run_1/util_map.png
(3 px per um) 8 x 9 tiles, from black (low) to pale yellow (high), 0 to 100% covered.
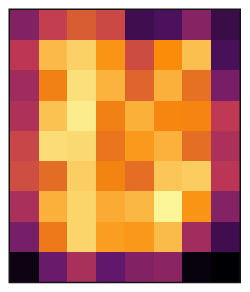
run_1/class_map.png
(4 px per um) Fill, decap, tap and diode cells in grey.
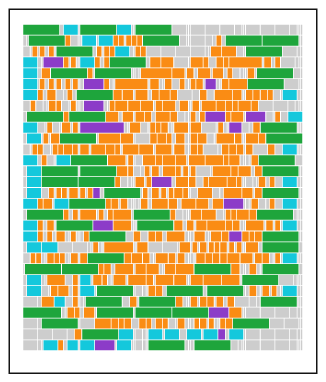
run_1/clock_wires.png
(6 px per um)
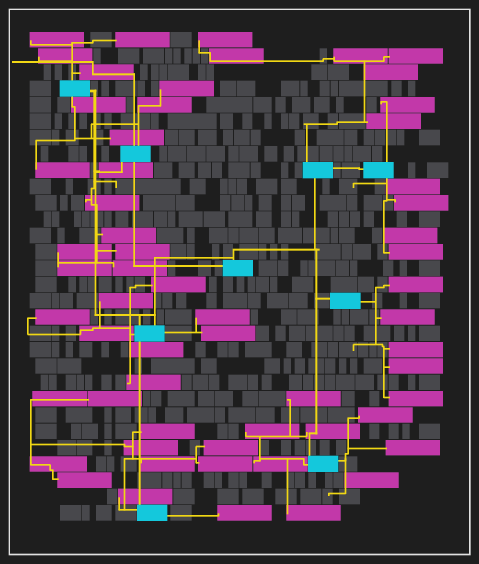
--- src/rtl/booth_pkg.sv ---
// Shared definitions for the radix-4 Booth digit decoder/accumulator:
// digit field positions, digit type and controller states.
package booth_pkg;

  localparam int unsigned DIG_W   = 3;
  localparam int unsigned DIG_NEG = 2;
  localparam int unsigned DIG_TWO = 1;
  localparam int unsigned DIG_ONE = 0;

  typedef logic [DIG_W-1:0] digit_t;

  typedef enum logic [1:0] {
    IDLE = 2'd0,
    ACC  = 2'd1,
    DONE = 2'd2
  } state_t;

endpackage

--- src/rtl/booth_pp_gen.sv ---
// Combinational partial-product generator: maps a multiplicand and one
// Booth radix-4 digit to a sign-extended 2N-bit partial product.
module booth_pp_gen
  import booth_pkg::*;
#(
  parameter int unsigned N = 8
) (
  input  logic [N-1:0]   mcand,
  input  digit_t         digit,
  output logic [2*N-1:0] pp,
  output logic           illegal
);

  localparam int unsigned PW = 2 * N;

  logic [PW-1:0] mext;
  logic [PW-1:0] mag;

  assign mext = {{N{mcand[N-1]}}, mcand};

  // {one,two} both set has no meaning in radix-4 Booth; it contributes zero
  always_comb begin
    mag     = '0;
    illegal = digit[DIG_ONE] & digit[DIG_TWO];
    if (!illegal) begin
      if (digit[DIG_ONE]) begin
        mag = mext;
      end else if (digit[DIG_TWO]) begin
        mag = mext << 1;
      end
    end
  end

  // Invert-plus-one; a zero magnitude negates back to zero on its own
  assign pp = digit[DIG_NEG] ? (~mag + PW'(1)) : mag;

endmodule

--- src/rtl/booth_r4_decode_acc.sv ---
// Sequential Booth radix-4 multiplier back end: accepts a multiplicand and a
// pre-encoded digit vector, accumulates one shifted partial product per cycle.
module booth_r4_decode_acc
  import booth_pkg::*;
#(
  parameter int unsigned N = 8
) (
  input  logic                      clk,
  input  logic                      rst,
  input  logic                      in_valid,
  output logic                      in_ready,
  input  logic [N-1:0]              in_mcand,
  input  logic [DIG_W*(N/2)-1:0]    in_digits,
  output logic                      out_valid,
  input  logic                      out_ready,
  output logic [2*N-1:0]            out_prod,
  output logic                      out_err
);

  localparam int unsigned ND = N / 2;
  localparam int unsigned PW = 2 * N;
  localparam int unsigned DW = DIG_W * ND;
  localparam int unsigned IW = (ND > 1) ? $clog2(ND) : 1;
  localparam logic [IW-1:0] LAST_IDX = IW'(ND - 1);

  state_t        state;
  logic [N-1:0]  mcand_q;
  logic [DW-1:0] digits_q;
  logic [IW-1:0] idx;
  logic [PW-1:0] acc;
  logic [PW-1:0] pp;
  logic [PW-1:0] pp_sh;
  logic [PW-1:0] acc_nxt;
  logic          illegal;

  // The current digit always sits in the low field of the shifting digit register
  booth_pp_gen #(.N(N)) u_pp_gen (
    .mcand   (mcand_q),
    .digit   (digits_q[DIG_W-1:0]),
    .pp      (pp),
    .illegal (illegal)
  );

  assign pp_sh   = pp << {idx, 1'b0};
  assign acc_nxt = acc + pp_sh;

  always_ff @(posedge clk or posedge rst) begin
    if (rst) begin
      state     <= IDLE;
      mcand_q   <= '0;
      digits_q  <= '0;
      idx       <= '0;
      acc       <= '0;
      in_ready  <= 1'b1;
      out_valid <= 1'b0;
      out_prod  <= '0;
      out_err   <= 1'b0;
    end else begin
      case (state)
        IDLE: begin
          if (in_valid) begin
            mcand_q  <= in_mcand;
            digits_q <= in_digits;
            acc      <= '0;
            idx      <= '0;
            out_err  <= 1'b0;
            in_ready <= 1'b0;
            state    <= ACC;
          end
        end
        ACC: begin
          acc      <= acc_nxt;
          digits_q <= digits_q >> DIG_W;
          idx      <= idx + IW'(1);
          if (illegal) begin
            out_err <= 1'b1;
          end
          if (idx == LAST_IDX) begin
            out_prod  <= acc_nxt;
            out_valid <= 1'b1;
            state     <= DONE;
          end
        end
        DONE: begin
          if (out_ready) begin
            out_valid <= 1'b0;
            in_ready  <= 1'b1;
            state     <= IDLE;
          end
        end
        default: begin
          out_valid <= 1'b0;
          in_ready  <= 1'b1;
          state     <= IDLE;
        end
      endcase
    end
  end

endmodule

--- config.mk ---
export PLATFORM = sky130hd
export DESIGN_NAME = booth_r4_decode_acc
export DESIGN_NICKNAME = d
export VERILOG_FILES = /design/src/rtl/booth_pkg.sv /design/src/rtl/booth_pp_gen.sv /design/src/rtl/booth_r4_decode_acc.sv
export SDC_FILE = /design/constraint.sdc
export NUM_CORES = 1
export LEC_CHECK = 0
export ABC_CLOCK_PERIOD_IN_PS = 6800
export CAP_MARGIN = 20
export CORE_ASPECT_RATIO = 1.2
export CORE_MARGIN = 3
export CORE_UTILIZATION = 61
export DETAILED_ROUTE_END_ITERATION = 8
export GPL_ROUTABILITY_DRIVEN = 0
export PLACE_DENSITY = 0.86
export SYNTH_ARGS = -nofsm -noshare
export SYNTH_HDL_FRONTEND = slang
export SYNTH_SLANG_ARGS = --single-unit
--- constraint.sdc ---
create_clock -name clk -period 6.8 [get_ports clk]
set_input_delay 1.36 -clock clk [delete_from_list [all_inputs] [get_ports clk]]
set_output_delay 1.36 -clock clk [all_outputs]
set_load 0.01 [all_outputs]
==> out/results.ini, run 1 <==
[route]
wire_per_inst_um=14.0
via_count=3129
drt_iter0_markers=95
route.met3.wl_um=284

[cells_and_area]
comb_area_frac=0.474
final_cell_mix=92 x nand2_1, 58 x dfrtp_1, 42 x o21ai_0, 42 x clkdlybuf4s50_1, 22 x nor2_1
syn2layout_area_growth_pct=18.4
lay_top_count=nand2_1
drive_gt1_frac=0.0823

[synth]
ys_sh_aoi=0.215
ys_sh_mux=0.0303
edf_count=0

[global_route]
grtUsageMet2=0.403
antenna_found_initial=0
gr-usage-met1=0.263

[worst_setup_path]
rrSetupSlack_ns=2.16
worst-path-max-fanout=12
cpPeakStageDelay_ns=0.62

[place]
dp_slack_ns=2.31
port_buffers=42

[timing]
tightest_slew_ns=0.825
setup_tns_ns=0
period_used_share=0.683

[hold_path]
hold_class=reg -> reg

[job]
max_cap_viol_count=0
tool_warnings=28

[cts]
cts.sink_count=59
cts_hold_buf=0

[floorplanning]
pin_count=43
die_area_mm2=0.00693
die_h_um=90.6

[status]
status=complete, no violations

## Picture notes: util_map.png
- mean over tiles: 61%
- tiles over 75% full: 38%
- nearly empty tiles: 1.4%
- fullest tile: 98%
- emptiest ninth of the die: bottom right
Initial Util: 0.638
core area: 0.00571 mm2
post-layout util: 0.755

## Picture notes: class_map.png
- clock drivers and dummy loads: purple (cells 16; share of their area 4.8%)
- remaining logic cells: orange (cells 341; share of their area 49%)
- registers: green (cells 59; share of their area 35%)
- remaining buffers and delay cells: cyan (cells 46; share of their area 11%)
# rows: 30
register share of the cell area: 0.343

## Picture notes: clock_wires.png
- flip-flops: magenta (count 59)
- clock wires: yellow (length 782 um)
- clock-net drivers: cyan (count 9)
- flops lie: widely spread
- routed clock nets: 10
Clock Latency Late Sink: 0.35 ns

==> run 1 -> run 2 <==
--- a/config.mk
+++ b/config.mk
@@ -5,14 +5,14 @@
 export SDC_FILE = /design/constraint.sdc
 export NUM_CORES = 1
 export LEC_CHECK = 0
-export ABC_CLOCK_PERIOD_IN_PS = 6800
+export ABC_CLOCK_PERIOD_IN_PS = 4600
 export CAP_MARGIN = 20
 export CORE_ASPECT_RATIO = 1.2
 export CORE_MARGIN = 3
-export CORE_UTILIZATION = 61
+export CORE_UTILIZATION = 56
 export DETAILED_ROUTE_END_ITERATION = 8
 export GPL_ROUTABILITY_DRIVEN = 0
-export PLACE_DENSITY = 0.86
+export PLACE_DENSITY = 0.8
 export SYNTH_ARGS = -nofsm -noshare
 export SYNTH_HDL_FRONTEND = slang
 export SYNTH_SLANG_ARGS = --single-unit
==> constraint.sdc (replaced) <==
create_clock -name clk -period 4.6 [get_ports clk]
set_input_delay 0.92 -clock clk [delete_from_list [all_inputs] [get_ports clk]]
set_output_delay 0.92 -clock clk [all_outputs]
set_load 0.01 [all_outputs]
==> out/results.ini, run 2 <==
[cells_and_area]
seq_area_frac=0.339  ; was 0.343
final_util=0.707  ; was 0.755
syn2layout_area_growth_pct=19.8  ; was 18.4%
final_cell_mix=92 x nand2_1, 58 x dfrtp_1, 42 x o21ai_0, 42 x clkdlybuf4s50_1, 22 x nor2_1  ; unchanged

[floorplanning]
die_h_um=94.3  ; was 90.6 um
die_area_mm2=0.00751  ; was 0.00693 mm2
initCoreUtil=0.590  ; was 0.638
pin_count=43  ; unchanged
rows=31  ; was 30

[worst_setup_path]
rrSetupSlack_ns=0.32  ; was 2.16 ns
worst-path-max-fanout=14  ; was 12

[status]
status=complete, no violations  ; unchanged

[job]
tool_warnings=28  ; unchanged
max_cap_viol_count=0  ; unchanged

[cts]
cts_hold_buf=0  ; unchanged

[timing]
tightest_slew_ns=1.02  ; was 0.825 ns
period_used_share=0.931  ; was 0.683

[global_route]
grtUsageMet2=0.386  ; was 0.403
gr-usage-met1=0.250  ; was 0.263

[synth]
ys_sh_aoi=0.215  ; unchanged
edf_count=0  ; unchanged
ys_sh_mux=0.0303  ; unchanged

[route]
route.met3.wl_um=275  ; was 284 um
wire_per_inst_um=14.2  ; was 14.0 um
via_count=3120  ; was 3129
drt_iter0_markers=143  ; was 95

[hold_path]
hold_class=reg -> reg  ; unchanged

[place]
dp_slack_ns=0.240  ; was 2.31 ns

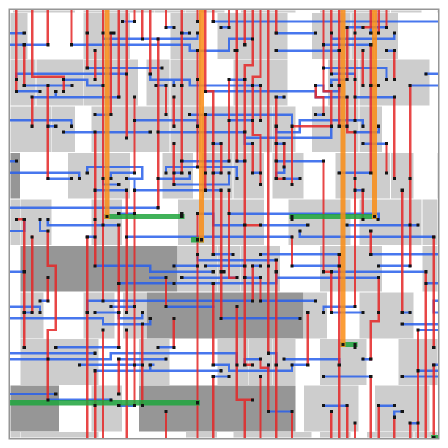
run_2/closeup.png
Window x 27 to 52, y 35 to 60 um. Cells in grey, sequential cells in the stronger grey; small squares are vias.
- M4: orange
- M1: blue
- M2: red
- M3: green
- sequential cells in the window: 3
- most frequent: nand2_1 (7), nor2_1 (6), nand3_1 (4)
- cells with their middle in the window: 58
- netlist names of flops here include: `idx` (2), `acc` (1)

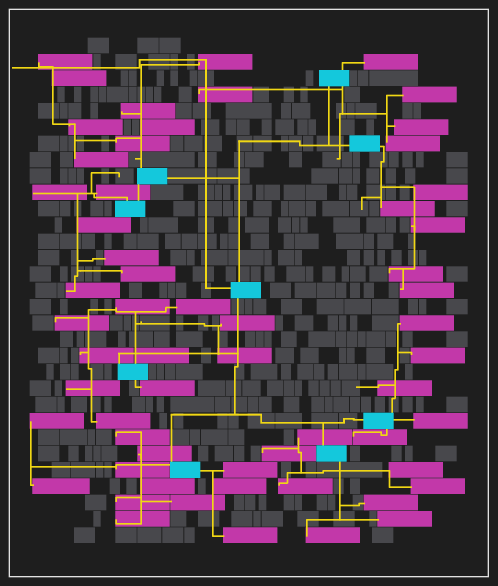
run_2/clock_wires.png
(6 px per um)
- clock wires: yellow (length 786 um)
- clock-net drivers: cyan (count 9)
- flip-flops: magenta (count 59)
- flops lie: widely spread
- routed clock nets: 10

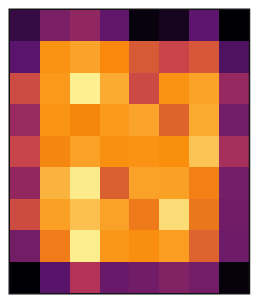
run_2/util_map.png
(3 px per um) 8 x 9 tiles, from black (low) to pale yellow (high), 0 to 100% covered.
- densest ninth of the die: middle
- nearly empty tiles: 4.2%
- tiles over 75% full: 39%
- emptiest ninth of the die: top right

